Run 1, where the registers sit:
Other sequential cells in the stronger grey, the rest of the logic in the fainter grey.
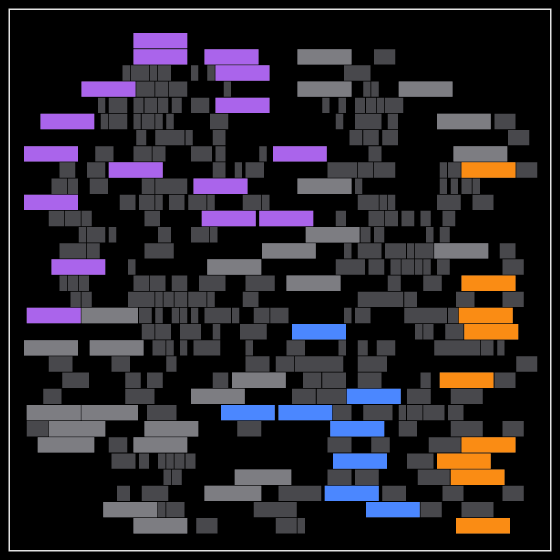
Run 1, met1 routing:
The bar under the picture is 20 microns long.
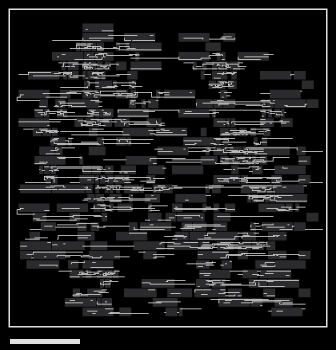
Run 1, placement view:
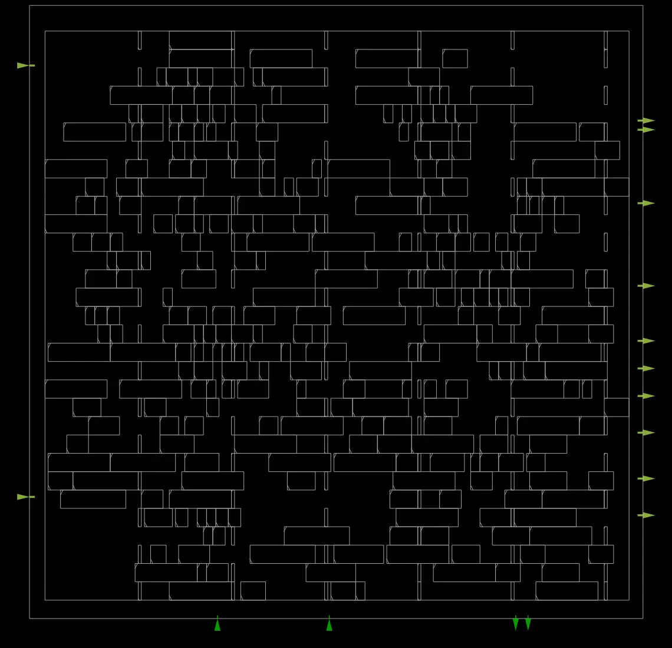
$ cat src/rtl/ps2_scan_decoder.sv
// Purpose: PS/2 keyboard receiver and scan-code-set-2 decoder (E0 extended, F0 break, E1 pause skip).
// Latency: make/brakee fire 2 clk after the stop-bit sample event; frameError fires 1 clk after it.
// Backpressure: none. The PS/2 device cannot be stalled, so every output is a fire-and-forget pulse.
//
// Ports:
//   clk        system clock
//   reset      asynchronous, active-high reset
//   ps2_clk    raw PS/2 clock (asynchronous to clk)
//   ps2_data   raw PS/2 data (asynchronous to clk)
//   keyCode    {extended, scan byte}; holds its value until the next make/brakee
//   make       one-clk pulse, key pressed
//   brakee     one-clk pulse, key released
//   frameError one-clk pulse, parity/stop error or inter-bit timeout
module ps2_scan_decoder #(
   parameter int FILTER_LEN     = 8,
   parameter int TIMEOUT_CYCLES = 50000,
   parameter int PAUSE_SKIP     = 7
) (
   input  logic       clk,
   input  logic       reset,
   input  logic       ps2_clk,
   input  logic       ps2_data,
   output logic [8:0] keyCode,
   output logic       make,
   output logic       brakee,
   output logic       frameError
);

   localparam int FW = $clog2(FILTER_LEN + 1);
   localparam int TW = $clog2(TIMEOUT_CYCLES + 1);
   localparam int SW = $clog2(PAUSE_SKIP + 1);

   typedef enum logic [1:0] {RX_IDLE, RX_DATA, RX_PARITY, RX_STOP} rx_state_t;
   typedef enum logic [2:0] {S_BASE, S_EXT, S_BRK, S_EXT_BRK, S_PAUSE} scan_state_t;

   // ---------------- input conditioning ----------------
   // Synchronizers reset to 1 (idle bus level) so reset release cannot fake an edge.
   logic [1:0]    clk_sync_q, dat_sync_q;
   logic          filt_clk_q, filt_prev_q;
   logic [FW-1:0] filt_cnt_q;
   logic          sample_evt;
   logic          dat_s;

   always_ff @(posedge clk or posedge reset) begin
      if (reset) begin
         clk_sync_q  <= 2'b11;
         dat_sync_q  <= 2'b11;
         filt_clk_q  <= 1'b1;
         filt_prev_q <= 1'b1;
         filt_cnt_q  <= '0;
      end else begin
         clk_sync_q  <= {clk_sync_q[0], ps2_clk};
         dat_sync_q  <= {dat_sync_q[0], ps2_data};
         filt_prev_q <= filt_clk_q;
         // Count consecutive samples that disagree with the filtered level;
         // any agreeing sample restarts the count.
         if (clk_sync_q[1] != filt_clk_q) begin
            if (filt_cnt_q == FW'(FILTER_LEN - 1)) begin
               filt_clk_q <= clk_sync_q[1];
               filt_cnt_q <= '0;
            end else begin
               filt_cnt_q <= filt_cnt_q + FW'(1);
            end
         end else begin
            filt_cnt_q <= '0;
         end
      end
   end

   assign sample_evt = filt_prev_q & ~filt_clk_q;
   assign dat_s      = dat_sync_q[1];

   // ---------------- frame receiver ----------------
   rx_state_t     rx_state_q;
   logic [2:0]    bitcnt_q;
   logic [7:0]    shift_q;
   logic          par_q;
   logic [TW-1:0] timer_q;
   logic          byte_vld_q;
   logic          ferr_q;

   always_ff @(posedge clk or posedge reset) begin
      if (reset) begin
         rx_state_q <= RX_IDLE;
         bitcnt_q   <= '0;
         shift_q    <= '0;
         par_q      <= 1'b0;
         timer_q    <= '0;
         byte_vld_q <= 1'b0;
         ferr_q     <= 1'b0;
      end else begin
         byte_vld_q <= 1'b0;
         ferr_q     <= 1'b0;
         if (sample_evt) begin
            timer_q <= '0;
            case (rx_state_q)
               RX_IDLE: begin
                  // A high bit while idle is line noise or a stray edge; ignore it.
                  if (!dat_s) begin
                     rx_state_q <= RX_DATA;
                     bitcnt_q   <= '0;
                  end
               end
               RX_DATA: begin
                  shift_q  <= {dat_s, shift_q[7:1]};
                  bitcnt_q <= bitcnt_q + 3'd1;
                  if (bitcnt_q == 3'd7) rx_state_q <= RX_PARITY;
               end
               RX_PARITY: begin
                  par_q      <= dat_s;
                  rx_state_q <= RX_STOP;
               end
               RX_STOP: begin
                  // Odd parity: data plus parity bit must hold an odd number of ones.
                  if (dat_s && (^{shift_q, par_q})) byte_vld_q <= 1'b1;
                  else                              ferr_q     <= 1'b1;
                  rx_state_q <= RX_IDLE;
               end
               default: rx_state_q <= RX_IDLE;
            endcase
         end else if (rx_state_q != RX_IDLE) begin
            if (timer_q == TW'(TIMEOUT_CYCLES - 1)) begin
               rx_state_q <= RX_IDLE;
               ferr_q     <= 1'b1;
               timer_q    <= '0;
            end else begin
               timer_q <= timer_q + TW'(1);
            end
         end
      end
   end

   // ---------------- scan-code decoder ----------------
   scan_state_t   scan_q;
   logic [SW-1:0] skip_q;
   logic [8:0]    key_q;
   logic          make_q, brk_q;

   always_ff @(posedge clk or posedge reset) begin
      if (reset) begin
         scan_q <= S_BASE;
         skip_q <= '0;
         key_q  <= '0;
         make_q <= 1'b0;
         brk_q  <= 1'b0;
      end else begin
         make_q <= 1'b0;
         brk_q  <= 1'b0;
         if (ferr_q) begin
            // A broken frame invalidates any prefix collected so far.
            scan_q <= S_BASE;
            skip_q <= '0;
         end else if (byte_vld_q) begin
            case (scan_q)
               S_BASE: begin
                  if (shift_q == 8'hE0)      scan_q <= S_EXT;
                  else if (shift_q == 8'hF0) scan_q <= S_BRK;
                  else if (shift_q == 8'hE1) begin
                     scan_q <= S_PAUSE;
                     skip_q <= SW'(PAUSE_SKIP);
                  end else if (shift_q == 8'hAA || shift_q == 8'hFA || shift_q == 8'hFC ||
                               shift_q == 8'hEE || shift_q == 8'hFE) begin
                     // Keyboard status/ack responses, not key events.
                     scan_q <= S_BASE;
                  end else begin
                     key_q  <= {1'b0, shift_q};
                     make_q <= 1'b1;
                  end
               end
               S_EXT: begin
                  if (shift_q == 8'hF0)      scan_q <= S_EXT_BRK;
                  else if (shift_q == 8'hE0) scan_q <= S_EXT;
                  else begin
                     key_q  <= {1'b1, shift_q};
                     make_q <= 1'b1;
                     scan_q <= S_BASE;
                  end
               end
               S_BRK: begin
                  key_q  <= {1'b0, shift_q};
                  brk_q  <= 1'b1;
                  scan_q <= S_BASE;
               end
               S_EXT_BRK: begin
                  key_q  <= {1'b1, shift_q};
                  brk_q  <= 1'b1;
                  scan_q <= S_BASE;
               end
               S_PAUSE: begin
                  skip_q <= skip_q - SW'(1);
                  if (skip_q <= SW'(1)) scan_q <= S_BASE;
               end
               default: scan_q <= S_BASE;
            endcase
         end
      end
   end

   assign keyCode    = key_q;
   assign make       = make_q;
   assign brakee     = brk_q;
   assign frameError = ferr_q;

endmodule

$ cat config.mk
export PLATFORM = sky130hd
export DESIGN_NAME = ps2_scan_decoder
export DESIGN_NICKNAME = d
export VERILOG_FILES = /design/src/rtl/ps2_scan_decoder.sv
export SDC_FILE = /design/constraint.sdc
export NUM_CORES = 1
export LEC_CHECK = 0
export CAP_MARGIN = 20
export CORE_MARGIN = 2
export CORE_UTILIZATION = 40
export CTS_CLUSTER_DIAMETER = 30
export CTS_CLUSTER_SIZE = 12
export DETAILED_ROUTE_END_ITERATION = 10
export PLACE_DENSITY_LB_ADDON = 0.05
export SLEW_MARGIN = 15
export SYNTH_ARGS = -nofsm -noshare
export SYNTH_HDL_FRONTEND = slang
export SYNTH_SLANG_ARGS = --single-unit
$ cat constraint.sdc
create_clock -name clk -period 2.3 [get_ports clk]
set_clock_uncertainty 0.15 [all_clocks]
set_input_delay 0.46 -clock clk [delete_from_list [all_inputs] [get_ports clk]]
set_output_delay 0.46 -clock clk [all_outputs]
set_load 0.05 [all_outputs]
==> notes.md, run 1 <==
Physical design

The most critical setup path has its startpoint at shift_q[2]. For this design, Yosys synthesis ends with a cell count of 275. The longest clock path from root to sink contains 2 buffers.

Ranked by instance count, the synthesized netlist is headed by dfrtp_1 (53), nor2_1 (29), nand2_1 (20). In this run the critical register-to-register path is launched from shift_q[2]. The final antenna diode count stands at 0. The run finished with clean final reports. The cell count of the worst reg-to-reg path stands at 5. Summed over all failing endpoints, the final setup total negative slack is 0 ns.

The floorplan core area stands at 0.00729 sq mm. The skew report gives the latency at the later pin of the worst-skew pair as 0.33 ns. The average via count per standard cell stands at 5.17.

Synthesis handed over a netlist of 275 instances. The power per cell area stands at 844 mW/mm^2. The most common cell in the synthesized netlist is dfrtp_1. In the routed design, unresolved DRC markers number 0. Clock tree synthesis found a total of 59 sinks. For this run, the number of Yosys warnings is 0. Overall routing resource usage recorded by global route was 14.8%. Pin placement for this block handled 16 I/O pins.

The area share of the largest cell type after synthesis stands at 44.0%. The data arrival time of the critical path stands at 2.25 ns. Looking at the power breakdown, combinational cells take 27.1% of the total. The chip area stands at 0.00825 sq mm. The group that draws the most power in this run is sequential cells.
About 'where the registers sit':
| netlist name | colour | sequential cells |
|---|---|---|
| timer_q | purple | 16 |
| shift_q | blue | 8 |
| keyCode | orange | 9 |

About 'met1 routing':
wire length on this layer: 2690 microns
longest straight run: 19.8 microns
share of all routed wire: 49%
main direction: horizontal
met1 Use GR: 19.9%
Post-Route WL: 5.51 mm
detailed-route via count: 2087

About 'placement view':
sequential cells: 59
filler cell count in the final layout: 721
fraction of standard cell area that is sequential: 42.3%
final core utilization: 48.2%

[run 1: how the worst min path moves through the flow]
stage	end	cells past startpoint	from	slack, ns
final	dat_sync_q[1]	0	dat_sync_q[0]	0.20
after global routing	dat_sync_q[1]	0	dat_sync_q[0]	0.21
after CTS	dat_sync_q[1]	0	dat_sync_q[0]	0.20
after detailed placement	dat_sync_q[1]	0	dat_sync_q[0]	0.20
after global placement	clk_sync_q[1]	0	clk_sync_q[0]	0.20
after floorplan	clk_sync_q[1]	0	clk_sync_q[0]	0.20
[run 1: layer usage]
metal / GRT usage (%) / part of all wire, % / wire [microns]
met2: 23.4 / 46 / 2540
met3: 4.01 / 3.3 / 180
met4: 4.92 / 1.8 / 98
met5: 0 / 0 / 0
met1: 19.9 / 49 / 2690
[run 1: cells by family after synthesis]
kind of cell             after synthesis  synth area share (%)
AND-OR/OR-AND                         46                  11.7
XOR/XNOR                              21                  6.55
adder cells (fa/ha/maj)               10                  4.15
buffers and inverters                 22                  3.28
flip-flops                            59                  49.2
multiplexers                          19                  7.63
AND/OR/NAND/NOR                       98                  17.5
[run 1: per-stage QoR]
| stage | area, sq um | power (W) | setup slack [ns] | utilization, % | hold slack [ns] |
|---|---|---|---|---|---|
| 6_report | 3510 | 0.00297 | 0.122 | 48.2 | 0.199 |
| 5_1_grt | 3510 | 0.00320 | 0.0257 | 48.2 | 0.209 |
| 4_1_cts | 3500 | 0.00301 | 0.100 | 48.0 | 0.202 |
| 3_5_place_dp | 3340 | 0.00219 | 0.118 | 45.8 | 0.199 |
| 3_3_place_gp | 3340 | 0.00218 | 0.160 | 45.8 | 0.197 |
| 2_1_floorplan | 3020 | 0.00195 | 0.211 | - | 0.195 |
[run 1: layout make-up]
type,instances,area [sq um],share of cell area [%]
clock buffer,11,131,3.74
clock inverter,5,30.0,0.855
inverter,9,33.8,0.962
multi-input combinational,194,1450,41.2
sequential,59,1480,42.3
tap,99,124,3.53
timing repair buffer,27,263,7.48
[run 1: flip-flops by register name, summed over array words and instances (netlist names), 2 cells and up]
| name | cells |
|---|---|
| dat_sync_q | 2 |
| bitcnt_q | 3 |
| filt_cnt_q | 4 |
| clk_sync_q | 2 |
| rx_state_q | 2 |
| timer_q | 16 |
| shift_q | 8 |
| scan_q | 3 |
| keyCode | 9 |
| skip_q | 3 |
[run 1: placed cells by master (no fill, tap or decap), types with 2 or more instances in the layout]
cell,netlist,final
clkbuf_1,7,2
o211ai_1,2,2
o211a_1,2,2
nand3_1,7,7
nand4_1,6,6
xor2_1,9,9
nand2_1,20,20
clkinvlp_4,0,2
nand2b_1,3,3
buf_4,1,11
nor3_1,4,4
xnor2_1,11,11
o21ba_2,2,2
o21ai_0,9,9
o22a_1,2,2
mux2i_1,2,2
mux2_4,5,5
mux2_2,12,12
a22o_1,3,3
clkdlybuf4s50_1,0,14
nor2b_1,3,3
inv_1,9,8
ha_1,10,10
a21oi_1,8,8
and2_1,2,2
clkinv_2,0,3
and4_1,4,4
nor2_1,29,29
and3_1,5,5
clkbuf_8,0,9
dfstp_2,6,6
nor3b_1,2,2
dfrtp_1,53,53
nor4_1,3,3
a21o_1,2,2
buf_12,0,2
Run 1, the metal 3 layer:
The bar under the picture is 20 microns long.
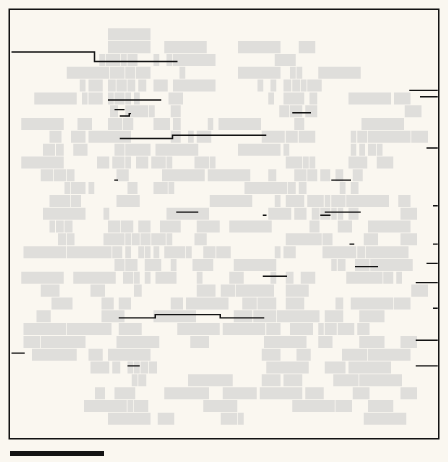

--- run 2 (diff from run 1) ---
- CORE_UTILIZATION: 40 -> 45
- REMOVE_ABC_BUFFERS: default -> 1
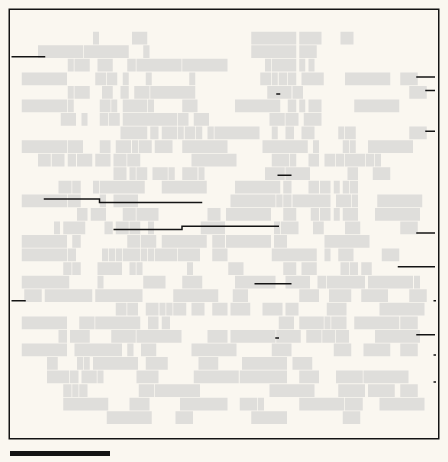
Run 2: the metal 3 layer
The bar under the picture is 20 microns long.
nets with wire on the layer: 12
wire length on this layer: 106 microns
main direction: horizontal
longest straight run: 20.5 microns
Post-Route WL: 5.29 mm
GR Util met3: 3.85%
detailed-route via count: 2022

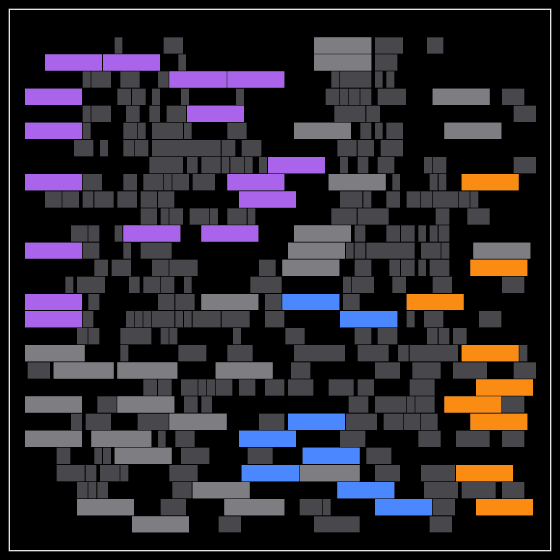
Run 2: where the registers sit
Other sequential cells in the stronger grey, the rest of the logic in the fainter grey.
| netlist name | colour | sequential cells |
|---|---|---|
| shift_q | blue | 8 |
| timer_q | purple | 16 |
| keyCode | orange | 9 |
not coloured: 26
final core utilization: 54.2%
Seq power: 0.00136 W
storage element area: 0.00148 sq mm
fraction of standard cell area that is sequential: 42.7%

==> run 2 against run 1 <==
Combinational power shrank 2%. Register-to-register slack about the same. Core utilization increased by 6.0 points. Final cell count decreased by 5.9%. Sequential share of layout area increased by 0.41 points. First-iteration DRC count increased by 18%. Sequential power hardly changed. Clock-buffer cell count rose by 1. Largest power group unchanged.
==> notes.md, run 2 <==
Physical design

The area share of the largest cell type after synthesis stands at 44.0%. The tightest hold path in the finished design has a slack of 0.206 ns. The total global routing track utilization stands at 16.8%.

The final antenna diode count stands at 0. The number of antenna-violating nets in the routed design stands at 0. Per the cell usage report, the commonest logic cells after layout are dfrtp_1 (53), nor2_1 (29), nand2_1 (20). The initial antenna violation count stands at 0.

CTS saw 59 sinks. The stage-log warning count stands at 29. The buffer depth of the longest clock path stands at 2. According to the floorplan report, the placeable core area is 0.00642 sq mm. Post-CTS repair changed the size of 0 cells. The fraction of final layout cells with drive strength greater than 1 stands at 19.8%. The floorplan report gives the top-level pin count as 16. After clock tree synthesis, the flow added hold-fix buffers numbering 0. The flip-flop count of the largest register, all copies and words added stands at 16. The report puts the cell count of the worst reg-to-reg path at 4. The number of cells in Yosys stat stands at 275. At the later pin of the worst-skew pair, clock insertion delay measures 0.33 ns. Leaving out fill and tap cells, the most frequent cell in the layout is dfrtp_1. For this configuration, the core starts out at a cell density of 47.0%. The layout overhead on the synthesized area stands at 15.3%. RePlAce ended its routability-driven mode at a weighted congestion of 0.797. Looking at the hold checks, the worst path lands on dat_sync_q[1]. The average wire length per cell after detail routing stands at 13.9 microns.

The run finished with clean final reports. The global routing usage on met1 stands at 21.5%. Counting flops per register, the top entry is timer_q. The die covers 0.00737 sq mm. Global routing used 26.3% of the available met2 tracks. The reg2reg setup slack stands at 0.13 ns.

The post-synthesis cell count stands at 275. In this run the power density over the cells is 884 mW/mm^2. Warnings reported by Yosys during synthesis add up to 0.

By instance count, the leading cell after synthesis is dfrtp_1. The number of stages on the worst hold path stands at 0. Adding up every negative setup slack in the final design gives 0 ns. The tree is rooted in a clkbuf_8.

The average via count per standard cell stands at 5.32. The residual overflow from global routing stands at 0. By count the netlist is led by dfrtp_1 (53), nor2_1 (29), nand2_1 (20). For the worst min-delay path, the startpoint reported by OpenROAD is dat_sync_q[0].

The post-synth register bit count is 59. The die height stands at 85.9 microns. Looking at the reg2reg group, the worst path starts from shift_q[2]. Global route summary, busiest routing layer listed as met2. The data arrival time of the critical path stands at 2.23 ns. The count of final hold-check violations stands at 0. The routed layout reports a DRC error count of 0. The maximum level of the CTS H-tree stands at 3.
==> run 2: cell counts after synthesis <==
Identical to the previous run, type by type.
==> run 2: critical path, cell delays in order, from the launching register on <==
cell	delay, ns
dfrtp_1	0.47
or4_4	0.57
a211oi_2	0.34
a31oi_4	0.19
mux2_4	0.33
==> run 2: per-layer routing <==
layer / share of wire (%) / wire length, microns / vias up
li1: - / - / 1024
met1: 50 / 2640 / 972
met2: 47 / 2470 / 17
met3: 2.0 / 106 / 9
met4: 1.5 / 77 / 0
met5: 0 / 0 / -
==> run 2: worst max-delay path by stage <==
stage	startpoint	to	slack [ns]
2_1_floorplan	timer_q[0]	rx_state_q[1]	0.05
3_3_place_gp	shift_q[2]	keyCode[1]	0.16
3_5_place_dp	shift_q[4]	keyCode[2]	0.13
4_1_cts	shift_q[4]	keyCode[6]	0.11
5_1_grt	shift_q[3]	keyCode[6]	0.009
6_report	shift_q[2]	keyCode[6]	0.13
==> run 2: logic make-up after synthesis <==
logic type                 Yosys count  synth area share, %
buffers and inverters               22                 3.28
xor gates and xnor gates            21                 6.55
DFF                                 59                 49.2
and+or+nand+nor                     98                 17.5
adders and majority gates           10                 4.15
muxes                               19                 7.63
AOI/OAI and AO/OA                   46                 11.7
==> run 2: stage by stage <==
| stage | std cells | worst slack, ns | power (W) | cell area (sq um) | utilization (%) |
|---|---|---|---|---|---|
| final | 380 | 0.131 | 0.00308 | 3480 | 54.2 |
| after global routing | 380 | 0.00851 | 0.00330 | 3480 | 54.2 |
| after CTS | 380 | 0.109 | 0.00312 | 3480 | 54.2 |
| after detailed placement | 364 | 0.125 | 0.00217 | 3280 | 51.1 |
| after global placement | 364 | 0.165 | 0.00215 | 3280 | 51.1 |
| after floorplan | 262 | 0.0546 | 0.00192 | 2950 | - |
==> run 2: cell type report <==
cell class,count,area (sq um)
clock buffers,12,145
clock inverters,4,50.0
fillers,573,2940
inverters,9,33.8
multi-input cells,194,1430
flip-flops and latches,59,1480
well taps,77,96.3
repair buffers,25,235
==> run 2: power by group <==
part           total, W  switching, W  leakage [nW]  internal [W]
sequential      0.00136      0.000162         0.789       0.00119
combinational  0.000792      0.000433         0.723      0.000359
clock          0.000927      0.000399        0.0926      0.000529
total           0.00308      0.000993          1.60       0.00208
Run 2, placement view:
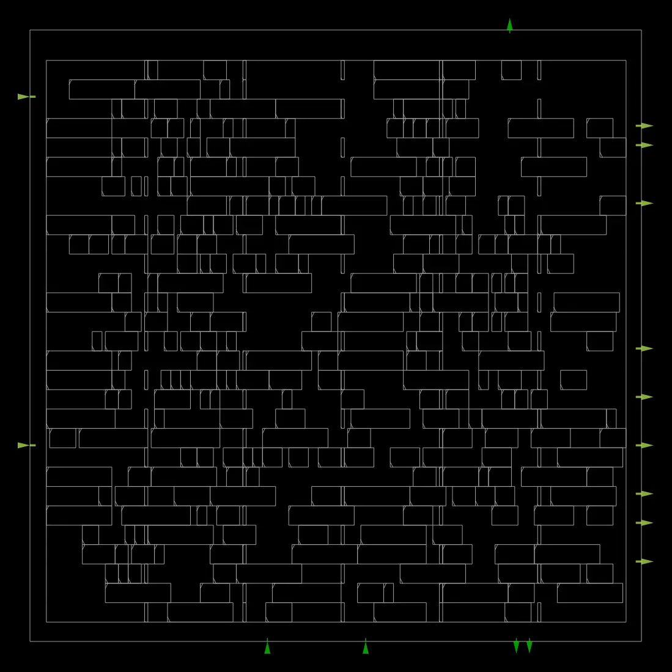

--- run 3 (diff from run 2) ---
- CORE_UTILIZATION: 45 -> 59
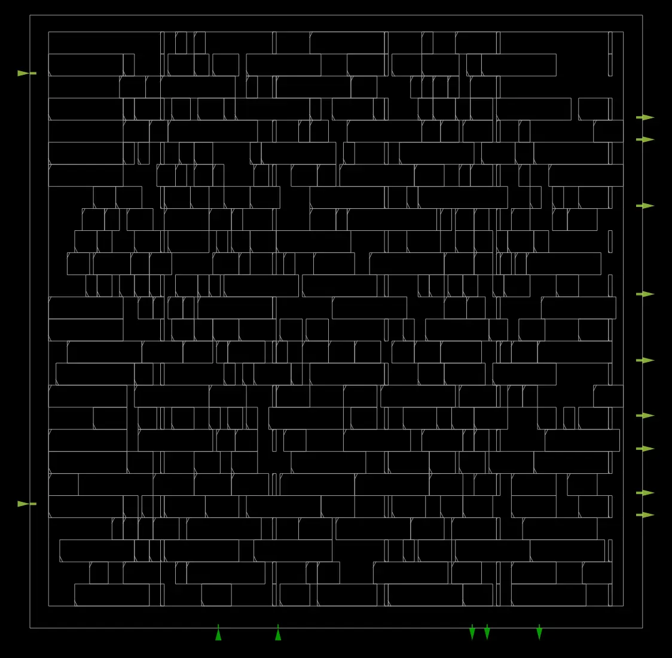
Run 3: placement view
fraction of standard cell area that is sequential: 42.3%
tap cells: 70

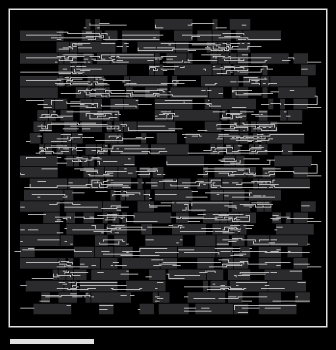
Run 3: met1 routing
The bar under the picture is 20 microns long.
longest straight run: 24.6 microns
main direction: horizontal
nets with wire on the layer: 290
met1 Use GR: 26.0%
detailed-route via count: 2058
Post-Route WL: 4.99 mm

==> run 3 against run 2 <==
Cell area up 0.86%. Area after synthesis unchanged. Global-route usage up 3.1 points. Clock power up 24%. Non-clock buffer count down 1. Sequential power about the same. Hold slack worse by 0.0021 ns. Core utilization up 16 points. Fmax down 0.56%. Critical path depth unchanged. Total power up 6.2%. Largest cell class unchanged. Highest routed layer unchanged.
==> notes.md, run 3 <==
Physical design

The number of buffers added to fix hold violations after cts stands at 0. The synth_stat.txt file lists the number of cells as 275. Once detail routing completed, the nets flagged for antenna violations numbered 0. In this run the critical register-to-register path is launched from shift_q[2]. The buffer depth of the longest clock path stands at 2. 16 I/O pins were placed. The final layout reports a setup TNS of 0 ns. For the worst-skew pair, the clock arrives at the later sink with an insertion delay of 0.33 ns.

For this run, the script counts the antenna cells in the layout as 0. STA lists the startpoint of the worst hold path as clk_sync_q[0]. The flip-flop count of the largest register, all copies and words added stands at 16. Looking at the gate-level netlist, the highest instance count belongs to dfrtp_1. Per the gpl log, the routability congestion estimate is 0.859.

The run finished with clean final reports. Per the post-synthesis report, the number of cells in the design is 275. The starting utilization of the core area stands at 60.2%. Yosys reports that the most numerous cell types are dfrtp_1 (53), nor2_1 (29), nand2_1 (20). The average via count per standard cell stands at 5.53. The fraction of final layout cells with drive strength greater than 1 stands at 19.9%. The final layout report lists a filler cell count of 394. The count of final hold-check violations stands at 0.

The floorplan step defined a core boundary enclosing 0.00501 sq mm. In this run the vertical extent of the chip is 75.5 microns.
-- run 3: cell types whose count changed in the layout (fill, tap and decap cells not counted) --
cell,before,now
clkinvlp_4,2,0
clkinv_2,1,2
buf_4,10,9
clkbuf_1,2,1
bufinv_16,1,3
-- run 3: per-stage QoR --
stage                     power [W]  setup slack (ns)  std cells
after floorplan             0.00192            0.0546        262
after global placement      0.00213             0.153        356
after detailed placement    0.00214             0.129        356
after CTS                   0.00330             0.122        372
after global routing        0.00346           0.00505        372
final                       0.00327             0.119        372
-- run 3: logic make-up (layout without fill, tap and decap cells) --
logic type,Yosys count,in the layout,synth area share (%)
AND-OR/OR-AND,46,46,11.7
XOR/XNOR,21,21,6.55
adder cells (fa/ha/maj),10,10,4.15
buffers and inverters,22,49,3.28
flip-flops,59,59,49.2
multiplexers,19,19,7.63
AND/OR/NAND/NOR,98,98,17.5
-- run 3: layout make-up --
class | instances | area [sq um] | area share, %
flip-flops and latches | 59 | 1480 | 42.3
multi-input cells | 194 | 1430 | 40.9
repair buffers | 24 | 228 | 6.49
clock buffers | 11 | 141 | 4.03
clock inverters | 5 | 100 | 2.85
well taps | 70 | 87.6 | 2.50
inverters | 9 | 33.8 | 0.963
-- run 3: worst paths after layout --
kind | end | cells after the start | slack, ns
worst max-delay path | keyCode[4] | 4 | 0.12
worst min-delay path | clk_sync_q[1] | 0 | 0.20
worst max register to register | keyCode[4] | 4 | 0.12
worst min register to register | clk_sync_q[1] | 0 | 0.20
max in group asynchronous | clk_sync_q[0] | 3 | 1.36
min in group asynchronous | shift_q[3] | 3 | 0.32
-- run 3: critical path: stages (launching register included) --
cell	delay, ns
dfrtp_1	0.46
or4_4	0.57
a211oi_2	0.33
a31oi_4	0.22
mux2_4	0.34
-- run 3: where the power goes --
group,internal (W),switching [W]
Clock,0.000746,0.000406
Sequential,0.00119,0.000159
Combinational,0.000346,0.000416
Total,0.00229,0.000981
-- run 3: routing by layer --
metal  wire (microns)  GRT usage, %  up-vias
met2             2390          31.5       24
met3              127          4.89        7
met4               57          8.77        0
met1             2410          26.0     1004
li1                 -             -     1023
met5                0             0        -
No activity file was given, so power comes from the tool's default toggle rates.
